--- config.mk ---
export PLATFORM = sky130hd
export DESIGN_NAME = max7219_rx
export DESIGN_NICKNAME = d
export VERILOG_FILES = /design/src/rtl/max7219_pkg.sv /design/src/rtl/code_b_font.sv /design/src/rtl/max7219_rx.sv
export SDC_FILE = /design/constraint.sdc
export NUM_CORES = 1
export LEC_CHECK = 0
export CAP_MARGIN = 20
export CORE_UTILIZATION = 55
export DETAILED_ROUTE_END_ITERATION = 10
export GPL_TIMING_DRIVEN = 0
export PLACE_DENSITY = 0.84
export SLEW_MARGIN = 25
export SYNTH_ARGS = -nofsm -noshare
export SYNTH_HDL_FRONTEND = slang
export SYNTH_HIERARCHICAL = 1
export SYNTH_SLANG_ARGS = --single-unit
--- constraint.sdc ---
create_clock -name clk -period 8.51 [get_ports clk]
set_input_delay 2.553 -clock clk [delete_from_list [all_inputs] [get_ports clk]]
set_output_delay 2.553 -clock clk [all_outputs]
set_load 0.1 [all_outputs]
--- src/rtl/max7219_pkg.sv ---
// Shared definitions for the MAX7219 register-file emulator.
// Holds register address constants, Code-B font constants, the frame width
// and the receiver FSM state encoding.
package max7219_pkg;

  localparam int unsigned FrameWidth = 16;

  localparam logic [3:0] AddrNoop        = 4'h0;
  localparam logic [3:0] AddrDigit0      = 4'h1;
  localparam logic [3:0] AddrDigit1      = 4'h2;
  localparam logic [3:0] AddrDigit2      = 4'h3;
  localparam logic [3:0] AddrDigit3      = 4'h4;
  localparam logic [3:0] AddrDigit4      = 4'h5;
  localparam logic [3:0] AddrDigit5      = 4'h6;
  localparam logic [3:0] AddrDigit6      = 4'h7;
  localparam logic [3:0] AddrDigit7      = 4'h8;
  localparam logic [3:0] AddrDecodeMode  = 4'h9;
  localparam logic [3:0] AddrIntensity   = 4'hA;
  localparam logic [3:0] AddrScanLimit   = 4'hB;
  localparam logic [3:0] AddrShutdown    = 4'hC;
  localparam logic [3:0] AddrRsvdD       = 4'hD;
  localparam logic [3:0] AddrRsvdE       = 4'hE;
  localparam logic [3:0] AddrDisplayTest = 4'hF;

  localparam logic [3:0] CodeBDash  = 4'hA;
  localparam logic [3:0] CodeBBlank = 4'hF;

  typedef enum logic [1:0] {
    StIdle,
    StShift,
    StLatch
  } state_e;

endpackage

--- src/rtl/code_b_font.sv ---
// Code-B font lookup: 4-bit code -> 7 segments ordered {A,B,C,D,E,F,G}.
// Ports:
//   i_code - Code-B character (0-9, A='-', B='E', C='H', D='L', E='P', F=blank)
//   o_seg  - segment enables, A in bit 6 down to G in bit 0
module code_b_font
  import max7219_pkg::*;
(
  input  logic [3:0] i_code,
  output logic [6:0] o_seg
);

  always_comb begin
    o_seg = 7'h00;
    case (i_code)
      4'h0:       o_seg = 7'h7E;
      4'h1:       o_seg = 7'h30;
      4'h2:       o_seg = 7'h6D;
      4'h3:       o_seg = 7'h79;
      4'h4:       o_seg = 7'h33;
      4'h5:       o_seg = 7'h5B;
      4'h6:       o_seg = 7'h5F;
      4'h7:       o_seg = 7'h70;
      4'h8:       o_seg = 7'h7F;
      4'h9:       o_seg = 7'h7B;
      CodeBDash:  o_seg = 7'h01;
      4'hB:       o_seg = 7'h4F;
      4'hC:       o_seg = 7'h37;
      4'hD:       o_seg = 7'h0E;
      4'hE:       o_seg = 7'h67;
      CodeBBlank: o_seg = 7'h00;
      default:    o_seg = 7'h00;
    endcase
  end

endmodule

--- src/rtl/max7219_rx.sv ---
// SPI receiver emulating the MAX7219 register file in the system clock domain.
// SCLK/MOSI/CS_N are oversampled; 16-bit frames are shifted in MSB first and
// decoded on each CS_N rise.
// Ports:
//   clk, rst                       - system clock, async active-high reset
//   spi_sclk, spi_mosi, spi_cs_n   - asynchronous SPI pins
//   frame_valid / frame_err        - one-cycle pulses per accepted / short frame
//   frame_addr, frame_data         - fields of the last accepted frame
//   digit_regs .. display_test     - emulated register file
//   seg_flat                       - decoded segments, only when MAX7219_RX_SEGOUT_EN
//                                    is defined
module max7219_rx
  import max7219_pkg::*;
#(
  parameter int unsigned SYNC_STAGES = 2
) (
  input  logic        clk,
  input  logic        rst,
  input  logic        spi_sclk,
  input  logic        spi_mosi,
  input  logic        spi_cs_n,
  output logic        frame_valid,
  output logic [3:0]  frame_addr,
  output logic [7:0]  frame_data,
  output logic        frame_err,
  output logic [63:0] digit_regs,
  output logic [7:0]  decode_mode,
  output logic [3:0]  intensity,
  output logic [2:0]  scan_limit,
  output logic        shutdown,
`ifdef MAX7219_RX_SEGOUT_EN
  output logic [63:0] seg_flat,
`endif
  output logic        display_test
);

  localparam logic [4:0] CountFull = 5'(FrameWidth);

  logic [SYNC_STAGES-1:0] r_sclk_sync, r_mosi_sync, r_cs_sync;
  logic                   r_sclk_hist, r_cs_hist;
  logic                   w_sclk_s, w_mosi_s, w_cs_s;
  logic                   w_sclk_rise, w_cs_rise, w_cs_fall;

  // cs_n chain and history reset high so an already-low pin yields a fall.
  always_ff @(posedge clk or posedge rst) begin
    if (rst) begin
      r_sclk_sync <= '0;
      r_mosi_sync <= '0;
      r_cs_sync   <= '1;
      r_sclk_hist <= 1'b0;
      r_cs_hist   <= 1'b1;
    end else begin
      r_sclk_sync <= {r_sclk_sync[SYNC_STAGES-2:0], spi_sclk};
      r_mosi_sync <= {r_mosi_sync[SYNC_STAGES-2:0], spi_mosi};
      r_cs_sync   <= {r_cs_sync[SYNC_STAGES-2:0], spi_cs_n};
      r_sclk_hist <= w_sclk_s;
      r_cs_hist   <= w_cs_s;
    end
  end

  assign w_sclk_s    = r_sclk_sync[SYNC_STAGES-1];
  assign w_mosi_s    = r_mosi_sync[SYNC_STAGES-1];
  assign w_cs_s      = r_cs_sync[SYNC_STAGES-1];
  assign w_sclk_rise = w_sclk_s & ~r_sclk_hist;
  assign w_cs_rise   = w_cs_s & ~r_cs_hist;
  assign w_cs_fall   = ~w_cs_s & r_cs_hist;

  state_e r_state, w_state_d;
  logic   w_clear, w_shift, w_latch;

  always_ff @(posedge clk or posedge rst) begin
    if (rst) r_state <= StIdle;
    else     r_state <= w_state_d;
  end

  always_comb begin
    w_state_d = r_state;
    w_clear   = 1'b0;
    w_shift   = 1'b0;
    w_latch   = 1'b0;
    case (r_state)
      StIdle: begin
        if (w_cs_fall) begin
          w_clear   = 1'b1;
          w_state_d = StShift;
        end
      end
      StShift: begin
        // A simultaneous sclk rise is dropped: the frame is already closed.
        if (w_cs_rise)        w_state_d = StLatch;
        else if (w_sclk_rise) w_shift   = 1'b1;
      end
      StLatch: begin
        w_latch = 1'b1;
        if (w_cs_fall) begin
          w_clear   = 1'b1;
          w_state_d = StShift;
        end else begin
          w_state_d = StIdle;
        end
      end
      default: w_state_d = StIdle;
    endcase
  end

  logic [15:0] r_shreg;
  logic [4:0]  r_count;
  logic [3:0]  w_addr;
  logic [2:0]  w_digit_idx;
  logic        w_unused;

  assign w_addr      = r_shreg[11:8];
  assign w_digit_idx = 3'(w_addr - 4'd1);
  assign w_unused    = ^r_shreg[15:12];

  logic        r_frame_valid, r_frame_err;
  logic [3:0]  r_frame_addr;
  logic [7:0]  r_frame_data;
  logic [63:0] r_digit_regs;
  logic [7:0]  r_decode_mode;
  logic [3:0]  r_intensity;
  logic [2:0]  r_scan_limit;
  logic        r_shutdown;
  logic        r_display_test;

  always_ff @(posedge clk or posedge rst) begin
    if (rst) begin
      r_shreg        <= '0;
      r_count        <= '0;
      r_frame_valid  <= 1'b0;
      r_frame_err    <= 1'b0;
      r_frame_addr   <= '0;
      r_frame_data   <= '0;
      r_digit_regs   <= '0;
      r_decode_mode  <= '0;
      r_intensity    <= '0;
      r_scan_limit   <= '0;
      r_shutdown     <= 1'b1;
      r_display_test <= 1'b0;
    end else begin
      r_frame_valid <= 1'b0;
      r_frame_err   <= 1'b0;
      if (w_clear) begin
        r_shreg <= '0;
        r_count <= '0;
      end else if (w_shift) begin
        // Keeps the last 16 bits, so long frames behave like a daisy chain.
        r_shreg <= {r_shreg[14:0], w_mosi_s};
        if (r_count != CountFull) r_count <= r_count + 5'd1;
      end
      if (w_latch) begin
        if (r_count < CountFull) begin
          r_frame_err <= 1'b1;
        end else begin
          r_frame_valid <= 1'b1;
          r_frame_addr  <= w_addr;
          r_frame_data  <= r_shreg[7:0];
          case (w_addr)
            AddrDigit0, AddrDigit1, AddrDigit2, AddrDigit3,
            AddrDigit4, AddrDigit5, AddrDigit6, AddrDigit7:
              r_digit_regs[{w_digit_idx, 3'b000} +: 8] <= r_shreg[7:0];
            AddrDecodeMode:  r_decode_mode  <= r_shreg[7:0];
            AddrIntensity:   r_intensity    <= r_shreg[3:0];
            AddrScanLimit:   r_scan_limit   <= r_shreg[2:0];
            AddrShutdown:    r_shutdown     <= ~r_shreg[0];
            AddrDisplayTest: r_display_test <= r_shreg[0];
            default: ;
          endcase
        end
      end
    end
  end

  assign frame_valid  = r_frame_valid;
  assign frame_err    = r_frame_err;
  assign frame_addr   = r_frame_addr;
  assign frame_data   = r_frame_data;
  assign digit_regs   = r_digit_regs;
  assign decode_mode  = r_decode_mode;
  assign intensity    = r_intensity;
  assign scan_limit   = r_scan_limit;
  assign shutdown     = r_shutdown;
  assign display_test = r_display_test;

`ifdef MAX7219_RX_SEGOUT_EN
  logic [6:0] w_font [8];

  for (genvar n = 0; n < 8; n++) begin : g_font
    code_b_font u_font (
      .i_code (r_digit_regs[8*n +: 4]),
      .o_seg  (w_font[n])
    );
  end

  always_comb begin
    seg_flat = '0;
    for (int n = 0; n < 8; n++) begin
      if (r_display_test)      seg_flat[8*n +: 8] = 8'hFF;
      else if (r_shutdown)     seg_flat[8*n +: 8] = 8'h00;
      else if (r_decode_mode[n]) seg_flat[8*n +: 8] = {r_digit_regs[8*n+7], w_font[n]};
      else                     seg_flat[8*n +: 8] = r_digit_regs[8*n +: 8];
    end
  end
`endif

endmodule

### Signal wires on met1

Drawn at 6 px/µm. Supply wires on this layer in grey.
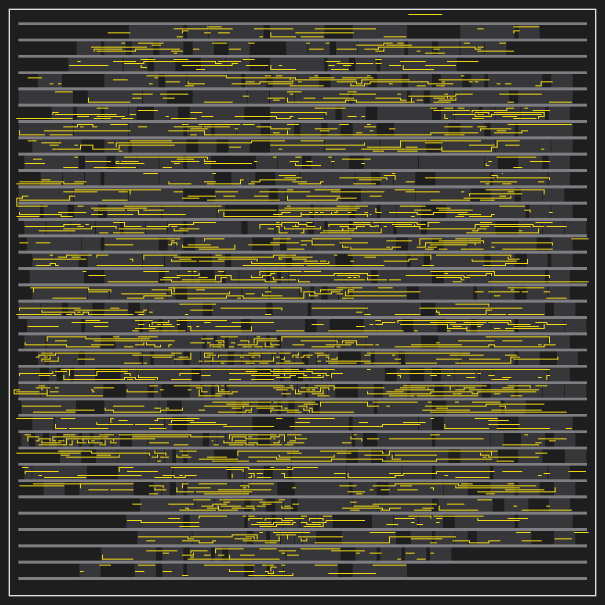
- share of all routed wire: 44%
- wire length on this layer: 4880 µm
- longest straight run: 37.7 µm
Total Routed Length: 11200 µm
routed vias: 3384
met1 capacity usage during global routing: 32.7%

### Drive-strength map

Drawn at 4 px/µm.
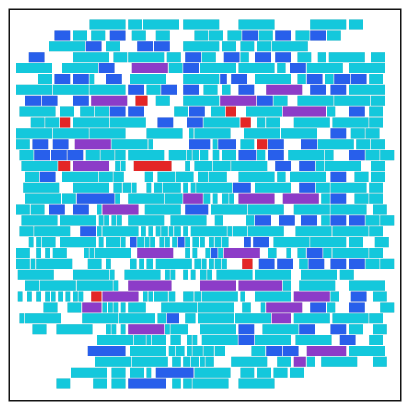
- drive 6 and up: purple (cells 24; share 4.7%)
- drive 2: blue (cells 95; share 18%)
- drive 3 to 4: red (cells 9; share 1.7%)
- drive 1 or less: cyan (cells 388; share 75%)
worst path setup slack after routing: 3770 ps
layout overhead on the synthesized area: 35.0%
count of buffers not belonging to the clock network in the layout: 116
post-route cell area: 0.00677 mm²

### Cell outlines without signal wires

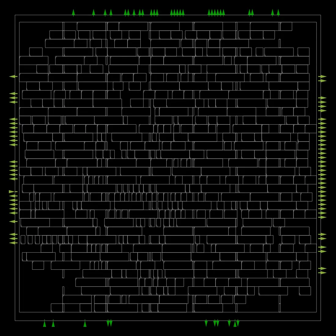
fill cell total of the finished layout: 549
Floorplan Core Area: 0.00876 mm²
total number of tap cells: 108
sequential portion of the cell area: 45.2%
Final Util: 77.2%

==> flow_summary.rst <==
Implementation results
======================

.. list-table::
   :header-rows: 1

   * - Metric
     - Value
   * - Die outline height
     - 97.5 µm
   * - Reg-to-reg critical path startpoint
     - r_shreg[8]$_DFFE_PP0P_
   * - Number of multi-input combinational cells in the layout
     - 239
   * - Share of the cycle needed by the critical path after routing
     - 55.7%
   * - Depth of the critical timing path with buffers and inverters included
     - 1
   * - Post-synth ARST share
     - 100%
   * - Portion of total power attributed to the clock network
     - 52.4%
   * - Clock insertion delay at the later pin of the skew report
     - 520 ps
   * - XORs/XNORs by Area
     - 0.499%
   * - Count of inverters not on the clock network in the layout
     - 7
   * - Top Ports
     - 100
   * - Static leakage
     - 3.25 nW
   * - Worst min-delay path class
     - flip-flop to flip-flop
   * - P_sw
     - 301 µW
   * - Register area
     - 0.00306 mm²
   * - Synthesized cell area
     - 0.00501 mm²
   * - Area leader, netlist
     - dfrtp_1
   * - Most used logic cell in the final layout
     - dfrtp_1
   * - Hold path start
     - r_sclk_sync[0]$_DFF_PP0_
   * - Top post-synthesis cells by area
     - dfrtp_1 59%, mux2_2 18%, nand2_1 4.8%
   * - CP delay by family, top
     - buffers and inverters
   * - Number of hold-slack violations in the final timing report
     - 0
   * - P per Cell Area
     - 202 mW/mm²
   * - CLK BUF
     - 21
   * - Distinct cell type count after synthesis
     - 38
   * - Mean area per synthesized cell
     - 13.1 µm²
   * - Met2 Usage GRT
     - 40.3%
   * - All-Layer GR Usage
     - 25.1%
   * - Top Consumer
     - clock
   * - Synthesized net count
     - 399
   * - AND-OR/OR-AND Cells, Area Fraction
     - 2.89%
   * - Power of the clock network
     - 716 µW
   * - Actual transition at the worst max-transition pin
     - 1040 ps
   * - Clk tree area frac
     - 8.78%
   * - Switching Fraction
     - 22.0%
   * - Post-CTS Hold Fix Bufs
     - 0
   * - Library cell with the highest instance count after synthesis
     - dfrtp_1
   * - Post-Route M1 WL
     - 4880 µm
   * - Deepest level of the CTS H-tree
     - 4
   * - Number of violations reported at the end of detailed-routing iteration 0
     - 229
   * - Pin count of the biggest net entering global routing
     - 63
   * - Category of the worst setup path capture point
     - output pin
   * - Reg-to-reg slack, setup
     - 5660 ps
   * - Combinational logic power
     - 51.6 µW
   * - Clock-pin transition on the worst setup and hold timing paths
     - 60 ps
   * - Max Freq
     - 0.211 GHz
   * - Primary FF master, synth
     - dfrtp_1
   * - Number of nets at the end of the flow
     - 518
   * - Max VDD drop
     - 0.173 mV
   * - Worst setup endpoint
     - shutdown
   * - Fraction of final layout cells with drive strength greater than 1
     - 24.8%
   * - Number of placed cells counting well taps
     - 592
   * - Max stage delay on crit path
     - 1140 ps
   * - Adder share
     - 2.50%
   * - Number of warning messages in the yosys log
     - 6
   * - Seq. pwr
     - 599 µW
   * - Met3 wirelength from detailed routing
     - 658 µm
   * - Cell total in the yosys stat output
     - 384
   * - Simple-gate portion of the synthesized area
     - 12.8%
   * - HPWL after DPL
     - 7090 µm
   * - Worst hold slack after final layout
     - 346 ps
   * - Root Driver
     - clkbuf_8
   * - Avg WL per Cell
     - 17.9 µm
   * - Maximum fanout along the worst path
     - 2
   * - Power share of the combinational group
     - 3.8%
   * - Count of warning messages emitted by the tools
     - 33
   * - Depth of the most critical reg-to-reg path
     - 9
   * - Drt via density
     - 5.42
   * - Buffers inserted by post-CTS timing repair
     - 0
   * - Synth cell count leaders
     - 118 x dfrtp_1, 80 x mux2_2, 64 x nand2_1
   * - Critical-path top delay cell
     - clkdlybuf4s50_1
   * - Worst Hold Path EP
     - r_sclk_sync[1]$_DFF_PP0_
   * - Count of nets left with antenna violations after detail routing
     - 0
   * - Routed met2 length
     - 5440 µm
   * - CP Class
     - flip-flop to output pin
   * - Run status
     - completed
   * - Fp util
     - 57.2%
   * - Arrival time worst endpoint
     - 2190 ps
   * - Worst path buffer plus inverter count
     - 1
   * - Final Wtd Congestion
     - 0.768
   * - Number of flip-flops under the largest register name
     - 64
   * - Hold path cells
     - 0
   * - Max-slew violation total from the final report
     - 0
   * - # resized after CTS
     - 0
   * - Sequential element share of the synthesized area
     - 61.0%
   * - Top logic cell family in the synthesized netlist
     - multiplexers
   * - Number of inserted diodes
     - 0
   * - Fraction of standard cell area in multi-input logic
     - 27.4%
   * - Sum of internal, switching and leakage power
     - 1.37 mW
   * - Clock Tree Buf Depth
     - 2
   * - Vias in the first global route
     - 3463
   * - Post-layout min period
     - 4740 ps
   * - Share of Yosys cell area claimed by the top area cell type
     - 58.9%
   * - Leading cell category by total area
     - flip-flops and latches
   * - Setup crit start
     - shutdown$_DFFE_PP1P_
   * - Flip-flop and latch count after synthesis
     - 122
   * - Number of standard cells after synthesis
     - 384
   * - Post-DP Area
     - 0.00617 mm²
   * - Overall die width
     - 97.5 µm
Power and IR drop assume default switching activity.
